io_fan.png
Bar = 20 µm.
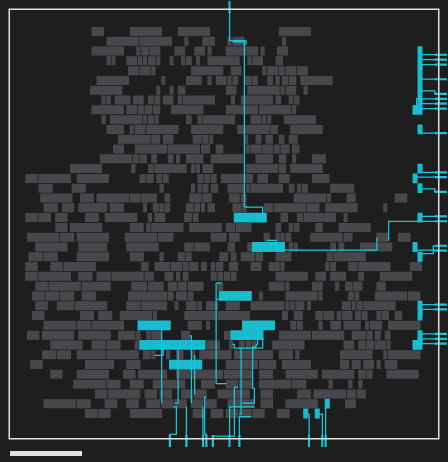
clk_routes.png
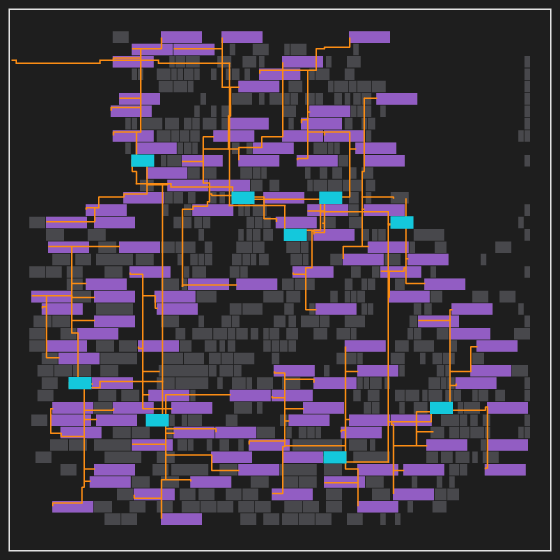
congestion.png
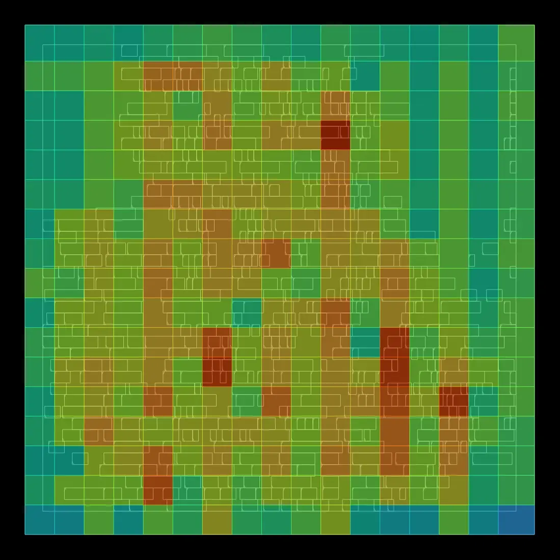
`src/rtl/frame_sequencer_pkg.sv`:
```
// Shared definitions for the frame-memory reader scheduler.
// Holds the read opcode, FSM state encoding and default frame size.
package frame_sequencer_pkg;

  localparam logic [7:0] CMD_READ = 8'h03;
  localparam int FRAME_BYTES_DEF = 1024;

  typedef enum logic [1:0] {
    IDLE,
    ISSUE,
    WAIT,
    NEXT
  } state_t;

endpackage

```
`src/rtl/bell_sync_edge.sv`:
```
// Bell input synchroniser: two flops into the clk domain, then a
// rising-edge pulse. Ports: clk, rst_n, bell (async level), rise (pulse).
module bell_sync_edge (
  input  logic clk,
  input  logic rst_n,
  input  logic bell,
  output logic rise
);

  // [0],[1] are the synchroniser, [2] holds the previous synced level
  logic [2:0] sr;

  always_ff @(posedge clk or negedge rst_n) begin
    if (!rst_n) begin
      sr <= 3'b000;
    end else begin
      sr <= {sr[1:0], bell};
    end
  end

  assign rise = sr[1] & ~sr[2];

endmodule

```
`src/rtl/frame_sequencer.sv`:
```
// Frame-load scheduler for the SPI frame-memory reader.
// In: clk, rst_n, layer_cfg, bell, rd_done. Out: rd_start, rd_cmd,
// rd_first, frame_strobe, anim_active, err_timeout.
module frame_sequencer
  import frame_sequencer_pkg::*;
#(
  parameter int FRAME_BYTES = FRAME_BYTES_DEF,
  parameter int ADDR_W      = 19,
  parameter int NUM_LAYERS  = 3,
  parameter int TICK_NORM   = 33554432,
  parameter int TICK_ANIM   = 2097152,
  parameter int ANIM_LEN    = 300,
  parameter int TIMEOUT     = 16384
) (
  input  logic        clk,
  input  logic        rst_n,
  input  logic [31:0] layer_cfg,
  input  logic        bell,
  output logic        rd_start,
  output logic [31:0] rd_cmd,
  output logic        rd_first,
  input  logic        rd_done,
  output logic        frame_strobe,
  output logic        anim_active,
  output logic        err_timeout
);

  localparam int TMAX =
    (TICK_NORM > TICK_ANIM) ? TICK_NORM : TICK_ANIM;
  localparam int TW = (TMAX > 1) ? $clog2(TMAX) : 1;
  localparam int WW = (TIMEOUT > 1) ? $clog2(TIMEOUT) : 1;
  localparam int IW = (ANIM_LEN > 1) ? $clog2(ANIM_LEN) : 1;

  localparam logic [TW-1:0] TN_LAST = TW'(TICK_NORM - 1);
  localparam logic [TW-1:0] TA_LAST = TW'(TICK_ANIM - 1);
  localparam logic [WW-1:0] WD_LAST = WW'(TIMEOUT - 1);
  localparam logic [IW-1:0] AN_LAST = IW'(ANIM_LEN - 1);
  localparam logic [1:0]    LY_LAST = 2'(NUM_LAYERS - 1);

  state_t          state;
  logic [TW-1:0]   timer;
  logic            pending;
  logic [31:0]     snap;
  logic [1:0]      layer;
  logic [IW-1:0]   anim_idx;
  logic [7:0]      anim_base;
  logic            frame_anim;
  logic [WW-1:0]   wdog;

  logic            bell_rise;
  logic            tick;
  logic [7:0]      layer_byte;
  logic [31:0]     frame_idx;
  logic [ADDR_W-1:0] addr;

  bell_sync_edge u_bell (
    .clk   (clk),
    .rst_n (rst_n),
    .bell  (bell),
    .rise  (bell_rise)
  );

  always_comb begin
    tick       = (timer == (anim_active ? TA_LAST : TN_LAST));
    layer_byte = snap[{layer, 3'b000} +: 8];
    if (frame_anim) begin
      frame_idx = 32'(anim_base) + 32'(anim_idx);
    end else begin
      frame_idx = 32'(layer_byte);
    end
    // truncation gives the mod 2^ADDR_W wrap
    addr = ADDR_W'(frame_idx * 32'(FRAME_BYTES));
  end

  always_ff @(posedge clk or negedge rst_n) begin
    if (!rst_n) begin
      state        <= IDLE;
      timer        <= '0;
      pending      <= 1'b0;
      snap         <= '0;
      layer        <= '0;
      anim_idx     <= '0;
      anim_base    <= '0;
      frame_anim   <= 1'b0;
      wdog         <= '0;
      rd_start     <= 1'b0;
      rd_cmd       <= {CMD_READ, 24'h0};
      rd_first     <= 1'b1;
      frame_strobe <= 1'b0;
      anim_active  <= 1'b0;
      err_timeout  <= 1'b0;
    end else begin
      rd_start     <= 1'b0;
      frame_strobe <= 1'b0;

      if (tick) begin
        timer   <= '0;
        pending <= 1'b1;
      end else begin
        timer <= timer + TW'(1);
      end

      // a mode change restarts the tick period from zero
      if (bell_rise && !anim_active) begin
        anim_active <= 1'b1;
        anim_idx    <= '0;
        anim_base   <= layer_cfg[31:24];
        timer       <= '0;
      end

      unique case (state)
        IDLE: begin
          if (pending) begin
            // a tick landing on this cycle stays pending
            pending    <= tick;
            snap       <= layer_cfg;
            layer      <= '0;
            frame_anim <= anim_active;
            state      <= ISSUE;
          end
        end
        ISSUE: begin
          rd_cmd   <= {CMD_READ, 24'(addr)};
          rd_first <= frame_anim | (layer == 2'd0);
          rd_start <= 1'b1;
          wdog     <= '0;
          state    <= WAIT;
        end
        WAIT: begin
          if (rd_done) begin
            state <= NEXT;
          end else if (wdog == WD_LAST) begin
            err_timeout <= 1'b1;
            state       <= IDLE;
          end else begin
            wdog <= wdog + WW'(1);
          end
        end
        NEXT: begin
          if (frame_anim) begin
            frame_strobe <= 1'b1;
            state        <= IDLE;
            if (anim_idx == AN_LAST) begin
              anim_active <= 1'b0;
              anim_idx    <= '0;
              timer       <= '0;
            end else begin
              anim_idx <= anim_idx + IW'(1);
            end
          end else if (layer != LY_LAST) begin
            layer <= layer + 2'd1;
            state <= ISSUE;
          end else begin
            frame_strobe <= 1'b1;
            state        <= IDLE;
          end
        end
        default: state <= IDLE;
      endcase
    end
  end

endmodule

```
`config.mk`:
```
export PLATFORM = sky130hd
export DESIGN_NAME = frame_sequencer
export DESIGN_NICKNAME = d
export VERILOG_FILES = /design/src/rtl/frame_sequencer_pkg.sv /design/src/rtl/bell_sync_edge.sv /design/src/rtl/frame_sequencer.sv
export SDC_FILE = /design/constraint.sdc
export NUM_CORES = 1
export LEC_CHECK = 0
export ABC_CLOCK_PERIOD_IN_PS = 5850
export CORE_MARGIN = 4
export CORE_UTILIZATION = 45
export CTS_BUF_LIST = sky130_fd_sc_hd__clkbuf_4 sky130_fd_sc_hd__clkbuf_8
export CTS_CLUSTER_DIAMETER = 40
export DETAILED_ROUTE_END_ITERATION = 6
export PLACE_DENSITY = 0.67
export RECOVER_POWER = 50
export SLEW_MARGIN = 20
export SYNTH_ARGS = -nofsm -noshare
export SYNTH_HDL_FRONTEND = slang
export SYNTH_SLANG_ARGS = --single-unit
```
`constraint.sdc`:
```
create_clock -name clk -period 5.85 [get_ports clk]
set_clock_uncertainty 0.05 [all_clocks]
set_input_delay 1.17 -clock clk [delete_from_list [all_inputs] [get_ports clk]]
set_output_delay 1.17 -clock clk [all_outputs]
set_load 0.05 [all_outputs]
```
==> Changelog: implementation <==
### Metrics

* FF+latch count, synth at 111
* Initial antenna violation count at 0
* Kind of end point of the critical path: async pin
* Fin Setup TNS at 0 ns
* Largest net degree at the start of global routing at 60
* Leading post-synthesis cells by instance count: dfrtp_1, nor2_1, nand2_1, mux2_2, nand3_1
* Final Max Slew Viols at 90
* WP data arrival at 4.02 ns
* Max capacitance violation total at 2
* Post-CTS sizing at 0
* Hold Startpoint: u_bell.sr[0]$_DFF_PN0_
* Final ANT Viol Nets at 0
* Avg Cell Area, Syn at 11.0 µm²
* Status: finished with violations
* Worst path depth at 2
* Critical R2R Launch: timer[0]$_DFF_PN0_
* FMAX at 276 MHz
* Final Hold Fails at 0
* Post-synth EDFFs at 0
* Vias at 3812
* Deepest clock path buffer count at 2
* Vias in the first global route at 3758
* Row cnt at 40
* Final nets at 597
* Hold Path Cell Cnt at 0
* Final WL at 10600 µm
* Worst Hold Path EP: u_bell.sr[1]$_DFF_PN0_
* Die Y at 119 µm
* Fraction of layout cells with a size suffix above 1 at 0.105
* Worst hold path class: reg -> reg
* Sw frac at 0.337
* Die Width at 119 µm
* Failing checks: capacitance limit, slew limit
* Dominant cell area share at 0.498
* Syn. warnings at 0
* Seq pwr share at 0.505
* RSZ-0062 raised after global routing: no
* Worst-path clk slew at 0.11 ns
* Post-synth top flop: dfrtp_1
* Placer congestion estimate at 0.852
* Area leader, netlist: dfrtp_1
* CP Class: in -> async
* Relative slew slack at -0.868
* CTS Hold Bufs at 0
* Endpoints failing setup at 0
* Min Clock Period, post-route at 3.62 ns
* DRT iter0 DRCs at 237
* Slowest cell delay on critical path at 1.94 ns
* Instance tally after logic synthesis at 504
* Drt drc at 0
* Seq group at 0.956 mW
Back to the opening pictures, io_fan.png:
[rd_cmd] cyan | direction: output | edge: 21 right, 10 bottom, 1 top | end cells: 32 | buffers: 9 | wire: 521 µm
IO buf count: 49
# IOs: 73

Back to the opening pictures, clk_routes.png:
[clock wires] orange | length: 1340 µm
[flip-flops] purple | count: 111
[clock drivers] cyan | count: 9
routed clock nets: 10
clk_lat worst skew: 0.38 ns
clock power share: 0.273
Clock net power: 0.517 mW

Back to the opening pictures, congestion.png:
GR Util All Layers: 0.159
final core utilization: 0.520
detailed-route wire length per cell: 15.1 µm

-- layer usage --
layer  global-route usage  up-vias  routed length, µm
met2                0.259       75               5160
met5                    0        -                  0
met1                0.213     1900               4820
met4               0.0514        0                154
li1                     -     1826                  -
met3               0.0361       11                447
-- area by class of cell --
type                            count  area (µm²)
Clock buffer                        9         124
Clock inverter                      7         103
Fill cell                        1069        5770
Inverter                           11        41.3
Multi-Input combinational cell    362        2510
Sequential cell                   111        2780
Tap cell                          147         184
Timing Repair Buffer               52         503
-- logic make-up after synthesis --
| logic type | after synthesis | synth area share |
|---|---|---|
| AND-OR/OR-AND | 76 | 0.0889 |
| XOR/XNOR | 30 | 0.0475 |
| adder cells (fa/ha/maj) | 14 | 0.0330 |
| buffers and inverters | 52 | 0.0543 |
| flip-flops | 111 | 0.503 |
| multiplexers | 53 | 0.123 |
| other | 2 | 0.00136 |
| AND/OR/NAND/NOR | 166 | 0.149 |
-- cell usage in the layout, fill, tap and decap left out, types with 8 or more instances in the layout --
cell type,instances
dfrtp_1,110
nor2_1,49
nand2_1,41
clkdlybuf4s50_1,39
mux2_2,29
nand3_1,28
xor2_1,23
conb_1,23
o21ai_0,18
ha_1,13
mux2_1,12
inv_1,11
a21oi_1,11
nand4_1,9
clkbuf_8,9
dlygate4sd3_1,9
mux4_2,8
-- registers in the layout (all words and copies together) (netlist names) --
| name | count |
|---|---|
| timer | 25 |
| u_bell.sr | 3 |
| state | 2 |
| frame_strobe | 1 |
| rd_cmd | 9 |
| anim_active | 1 |
| pending | 1 |
| err_timeout | 1 |
| rd_start | 1 |
| rd_first | 1 |
| layer | 2 |
| snap | 32 |
| anim_idx | 9 |
| anim_base | 8 |
| wdog | 14 |
| frame_anim | 1 |
Power is estimated from default activity; no workload was simulated.
